### Placement by cell class

The bar under the picture is 20 µm long.
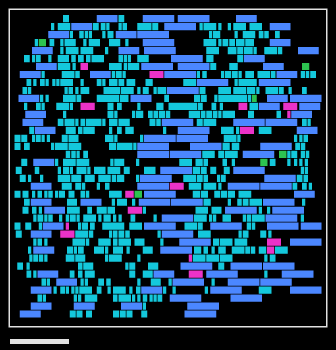
### Register map, names as in the netlist

The bar under the picture is 20 µm long. Other sequential cells in the stronger grey, the rest of the logic in the fainter grey.
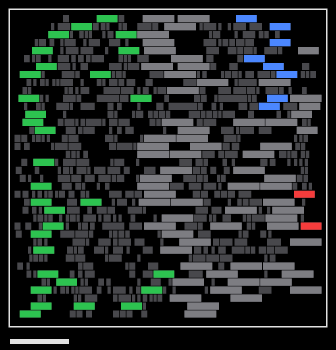
<file path="src/rtl/cnn_pkg.sv">
// cnn_pkg
//   Constants and helpers shared by the CNN post-processing blocks.
//   PKG_IN_W   : default width of signed convolution results.
//   PKG_DATA_W : default width of unsigned output pixels.
//   cnt_w()    : width of a counter that must hold 0..out_w-1.
package cnn_pkg;

  localparam int PKG_IN_W   = 32;
  localparam int PKG_DATA_W = 8;

  function automatic int cnt_w(input int out_w);
    return (out_w < 2) ? 1 : $clog2(out_w);
  endfunction

endpackage

</file>
<file path="src/rtl/relu_pool_requant_requant.sv">
// relu_requant
//   Right-shift requantisation with unsigned saturation, followed by the
//   output register of the pooling stage.
//   clk, rst    : clock, synchronous active-high reset
//   clear_i     : synchronous frame abort (same effect as rst)
//   m_i         : non-negative pooled maximum
//   m_valid_i   : m_i holds a completed pooling window this cycle
//   out_data_o  : sat(m >>> SHIFT), held between pulses
//   out_valid_o : one-cycle pulse per requantised pixel
module relu_requant
  import cnn_pkg::*;
#(
  parameter int IN_W   = PKG_IN_W,
  parameter int DATA_W = PKG_DATA_W,
  parameter int SHIFT  = 0
) (
  input  logic              clk,
  input  logic              rst,
  input  logic              clear_i,
  input  logic [IN_W-1:0]   m_i,
  input  logic              m_valid_i,
  output logic [DATA_W-1:0] out_data_o,
  output logic              out_valid_o
);

  localparam logic [IN_W-1:0] SAT_MAX = {{(IN_W-DATA_W){1'b0}}, {DATA_W{1'b1}}};

  logic [IN_W-1:0]   shifted;
  logic [DATA_W-1:0] out_data_q, out_data_d;
  logic              out_valid_q, out_valid_d;

  // m_i is never negative, so a logical shift equals the arithmetic one.
  assign shifted = m_i >> SHIFT;

  always_comb begin
    out_data_d  = out_data_q;
    out_valid_d = 1'b0;
    if (m_valid_i) begin
      out_valid_d = 1'b1;
      out_data_d  = (shifted > SAT_MAX) ? {DATA_W{1'b1}} : shifted[DATA_W-1:0];
    end
  end

  always_ff @(posedge clk) begin
    if (rst || clear_i) begin
      out_data_q  <= '0;
      out_valid_q <= 1'b0;
    end else begin
      out_data_q  <= out_data_d;
      out_valid_q <= out_valid_d;
    end
  end

  assign out_data_o  = out_data_q;
  assign out_valid_o = out_valid_q;

endmodule

</file>
<file path="src/rtl/relu_pool_requant.sv">
// relu_pool_requant
//   Streaming ReLU + 2x2/stride-2 max-pool + shift/saturate requantiser for
//   an OUT_W x OUT_W raster of signed conv results (no backpressure).
//   clk, rst   : clock, synchronous active-high reset
//   clear      : synchronous frame abort/restart
//   in_data    : signed conv result, in_valid qualifies it
//   out_data   : pooled, requantised pixel, out_valid pulses once per pixel
//   frame_done : pulses the cycle after the last input of a frame
module relu_pool_requant
  import cnn_pkg::*;
#(
  parameter int OUT_W  = 3,
  parameter int DATA_W = PKG_DATA_W,
  parameter int IN_W   = PKG_IN_W,
  parameter int SHIFT  = 0
) (
  input  logic                   clk,
  input  logic                   rst,
  input  logic                   clear,
  input  logic signed [IN_W-1:0] in_data,
  input  logic                   in_valid,
  output logic [DATA_W-1:0]      out_data,
  output logic                   out_valid,
  output logic                   frame_done
);

  localparam int CNT_W    = cnt_w(OUT_W);
  localparam int PW       = OUT_W / 2;
  localparam int POOL_LIM = 2 * PW;
  localparam int LB_AW    = (PW > 1) ? $clog2(PW) : 1;
  localparam logic [CNT_W-1:0] LAST = CNT_W'(OUT_W - 1);

  logic [CNT_W-1:0] col_q, col_d;
  logic [CNT_W-1:0] row_q, row_d;
  logic [IN_W-1:0]  hold_q, hold_d;
  logic             frame_done_q, frame_done_d;

  // One entry per pooled column: max of the top row of each window.
  logic [IN_W-1:0]  linebuf [PW];
  logic [IN_W-1:0]  lb_rd_q;
  logic [LB_AW-1:0] lb_idx;
  logic             lb_we, lb_re;

  logic             accept;
  logic             in_pool;
  logic [IN_W-1:0]  relu_r;
  logic [IN_W-1:0]  pair_max;
  logic [IN_W-1:0]  win_max;
  logic             m_valid;

  // An input coinciding with rst/clear is dropped.
  assign accept  = in_valid && !rst && !clear;
  assign relu_r  = in_data[IN_W-1] ? '0 : in_data;
  // With odd OUT_W the last row and column fall outside every window.
  assign in_pool = (int'(col_q) < POOL_LIM) && (int'(row_q) < POOL_LIM);
  assign lb_idx  = LB_AW'(col_q >> 1);

  assign pair_max = (relu_r > hold_q) ? relu_r : hold_q;
  assign win_max  = (lb_rd_q > pair_max) ? lb_rd_q : pair_max;

  always_comb begin
    col_d        = col_q;
    row_d        = row_q;
    hold_d       = hold_q;
    frame_done_d = 1'b0;
    lb_we        = 1'b0;
    lb_re        = 1'b0;
    m_valid      = 1'b0;
    if (accept) begin
      if (col_q == LAST) begin
        col_d = '0;
        if (row_q == LAST) begin
          row_d        = '0;
          frame_done_d = 1'b1;
        end else begin
          row_d = row_q + CNT_W'(1);
        end
      end else begin
        col_d = col_q + CNT_W'(1);
      end

      if (in_pool) begin
        if (!col_q[0]) begin
          hold_d = relu_r;
          // Prefetch the top-row max now so the buffer read is registered;
          // the entry was written during the previous (even) row.
          lb_re  = 1'b1;
        end else if (!row_q[0]) begin
          lb_we = 1'b1;
        end else begin
          m_valid = 1'b1;
        end
      end
    end
  end

  always_ff @(posedge clk) begin
    if (rst || clear) begin
      col_q        <= '0;
      row_q        <= '0;
      hold_q       <= '0;
      frame_done_q <= 1'b0;
    end else begin
      col_q        <= col_d;
      row_q        <= row_d;
      hold_q       <= hold_d;
      frame_done_q <= frame_done_d;
    end
  end

  // Line buffer: plain array, synchronous write, registered read.
  always_ff @(posedge clk) begin
    if (lb_we) linebuf[lb_idx] <= pair_max;
    if (lb_re) lb_rd_q <= linebuf[lb_idx];
  end

  relu_requant #(
    .IN_W   (IN_W),
    .DATA_W (DATA_W),
    .SHIFT  (SHIFT)
  ) u_requant (
    .clk         (clk),
    .rst         (rst),
    .clear_i     (clear),
    .m_i         (win_max),
    .m_valid_i   (m_valid),
    .out_data_o  (out_data),
    .out_valid_o (out_valid)
  );

  assign frame_done = frame_done_q;

endmodule

</file>
<file path="config.mk">
export PLATFORM = sky130hd
export DESIGN_NAME = relu_pool_requant
export DESIGN_NICKNAME = d
export VERILOG_FILES = /design/src/rtl/cnn_pkg.sv /design/src/rtl/relu_pool_requant_requant.sv /design/src/rtl/relu_pool_requant.sv
export SDC_FILE = /design/constraint.sdc
export NUM_CORES = 1
export LEC_CHECK = 0
export CAP_MARGIN = 25
export CORE_MARGIN = 1
export CORE_UTILIZATION = 55
export DETAILED_ROUTE_END_ITERATION = 7
export DONT_BUFFER_PORTS = 1
export PLACE_DENSITY_LB_ADDON = 0.12
export SYNTH_ARGS = -nofsm -noshare
export SYNTH_HDL_FRONTEND = slang
export SYNTH_SLANG_ARGS = --single-unit
</file>
<file path="constraint.sdc">
create_clock -name clk -period 8.8 [get_ports clk]
set_clock_uncertainty 0.15 [all_clocks]
set_input_delay 1.76 -clock clk [delete_from_list [all_inputs] [get_ports clk]]
set_output_delay 1.76 -clock clk [all_outputs]
set_load 0.01 [all_outputs]
</file>
==> run_results.csv <==
group,metric,value,unit
synthesis,yosys-mux-area-fraction,4.52,%
worst_setup_path,rr_endpoint,"u_requant.out_data_o[2]$_SDFFE_PP0P_",
global_routing,antenna_found_initial,0,
detailed_routing,dr_total_vias,4540,
floorplan,chip_area,0.0116,mm²
detailed_routing,post_route_met1_wirelength,6490,µm
timing,min_period_over_period,77.6,%
synthesis,aoi_share,15.1,%
floorplan,core_util_floorplan,56.6,%
clock_network,insertion_delay,0.38,ns
cells_and_area,comb_area_share,47.5,%
global_routing,use_met1,34.8,%
min_path,hold-path-cell-count,0,
detailed_routing,avgRoutedWirePerCell,18.0,µm
pwr,switching_power,0.000262,W
worst_setup_path,r2r_cells,21,
worst_setup_path,path_max_fanout,25,
clock_network,path_clk_slew,0.10,ns
timing,totalNegativeSetupSlack,0,ns
synthesis,synthesis.area_per_instance,9.89,µm²
placed_design,hpwl,10400,µm
cells_and_area,seq_cells,107,
pwr,internal-power,0.000689,W
cells_and_area,n_clock_buffer,9,
cells_and_area,layout.cells.most_common_list,"nand2_1 (80), inv_1 (64), edfxtp_1 (62)",
clock_network,ctsResizeCount,0,
placed_design,port_buffers,0,
global_routing,grt_use_met2,39.7,%
clock_network,cts-hold-fix-buffers,0,
min_path,timing.hold.worst.start,"linebuf[0][20]$_DFFE_PP_",
job,number_of_warnings_the_tools_reported,26,
global_routing,global_route.overflow_total,0,
pwr,seq_power_share,56.5,%
synthesis,syn-cell-area,0.00614,mm²
synthesis,synth_xor_xnor_area_share,0.143,%
synthesis,ys_chip_area,0.00614,mm²
cells_and_area,layout.buffer.nonclock.area_share,0.657,%
timing,max_freq,146,MHz
detailed_routing,wl_met2,6230,µm
clock_network,post-cts-setup-buffer-count,0,
floorplan,pin_count,46,
synthesis,netlist-cell-type-count,56,
floorplan,n_tap_cell,140,
global_routing,grt_start_max_net_pins,62,
pwr,p_per_area,147,mW/mm²
synthesis,ff_type,"edfxtp_1",
cells_and_area,nMultiInputCombCells,432,
timing,hold_viol,0,
pwr,worst_ir_drop_vdd,143,µV
outcome,run_status,"completed",
floorplan,num_rows,38,
min_path,min_path_type,"flop to flop",
synthesis,postSynthCellCount,621,
worst_setup_path,rrSetupSlack,3.17,ns
## Picture notes: 'Placement by cell class'
[cyan] remaining logic cells | cells: 498
[magenta] clock drivers and dummy loads | cells: 16
[green] remaining buffers and delay cells | cells: 6
[blue] sequential cells | cells: 107
final cell utilization of the core: 59.7%
final design area excluding fillers: 0.00647 mm²
core footprint: 0.0108 mm²
sequential fraction of total cell area: 42.7%

## Picture notes: 'Register map, names as in the netlist'
[green] `hold_q` | flops: 31
[red] `col_q` | flops: 2
[blue] `u_requant.out_data_o` | flops: 8 | where: north-east
area taken by flip-flops and latches: 0.00276 mm²
P_seq: 0.000538 W

[how the worst max path moves through the flow]
| stage | to | cells past startpoint |
|---|---|---|
| finish | u_requant.out_data_o[2]$_SDFFE_PP0P_ | 22 |
| global route | u_requant.out_data_o[2]$_SDFFE_PP0P_ | 22 |
| CTS | u_requant.out_data_o[2]$_SDFFE_PP0P_ | 22 |
| detailed placement | u_requant.out_data_o[2]$_SDFFE_PP0P_ | 22 |
| global placement | u_requant.out_data_o[6]$_SDFFE_PP0P_ | 22 |
| floorplan | u_requant.out_data_o[0]$_SDFFE_PP0P_ | 23 |
[registers in the layout (all words and copies together) (netlist names)]
name	flops
col_q	2
lb_rd_q	31
u_requant.out_data_o	8
linebuf	31
hold_q	31
u_requant.out_valid_o	1
frame_done	1
row_q	2
[synth_stat cells, types with 3 or more instances]
library cell | number | area share (%)
nand2_1 | 80 | 4.9
inv_1 | 65 | 4.0
edfxtp_1 | 62 | 30
ha_1 | 58 | 12
a21oi_1 | 51 | 4.2
dfxtp_1 | 45 | 15
nor2b_1 | 33 | 3.4
nor2_1 | 29 | 1.8
mux2i_1 | 21 | 3.4
o21ai_0 | 20 | 1.6
nor4_1 | 17 | 1.7
a21o_1 | 14 | 1.7
clkbuf_1 | 12 | 0.73
nor3_1 | 12 | 0.98
nand2b_1 | 11 | 1.1
nand4_1 | 11 | 1.1
a211oi_2 | 9 | 1.8
a2111oi_0 | 8 | 1.1
nand3_1 | 7 | 0.57
mux2_2 | 6 | 1.1
o21ai_1 | 4 | 0.33
and3_1 | 3 | 0.31
buf_2 | 3 | 0.24
[through the flow]
| step | std cells | worst slack [ns] | hold WS (ns) | cell area [µm²] | power, W |
|---|---|---|---|---|---|
| floorplan | 621 | 1.67 | 0.250 | 6140 | 0.000657 |
| global placement | 750 | 1.73 | 0.251 | 6300 | 0.000685 |
| detailed placement | 751 | 1.55 | 0.255 | 6300 | 0.000690 |
| CTS | 767 | 1.97 | 0.271 | 6470 | 0.000962 |
| global route | 767 | 1.56 | 0.287 | 6470 | 0.000994 |
| finish | 767 | 1.97 | 0.270 | 6470 | 0.000951 |
[power by group through the flow]
| stage | sequential (W) | clock [W] | combinational [W] |
|---|---|---|---|
| finish | 0.000538 | 0.000271 | 0.000142 |
| detailed placement | 0.000549 | 0 | 0.000141 |
| global route | 0.000539 | 0.000299 | 0.000157 |
| global placement | 0.000549 | 0 | 0.000136 |
| CTS | 0.000538 | 0.000282 | 0.000142 |
| floorplan | 0.000548 | 0 | 0.000109 |
[worst max-delay path: stages]
cell and delay, ns:
nor2b_1 0.32, ha_1 0.32, a21oi_1 0.15, o21ai_1 0.08, a211oi_1 0.41, o21ai_0 0.22, a21oi_2 0.40, nor2_4 0.14
buf_4 0.29, nand2_1 0.11, o21ai_0 0.10, inv_1 0.08, ha_1 0.24, a21o_1 0.20, a21o_1 0.17, a21o_1 0.17
a21o_1 0.17, a221o_1 0.31, a211o_1 0.37, a2111oi_4 0.52, a211o_4 0.30, a211oi_2 0.09
No activity file was given, so power comes from the tool's default toggle rates.
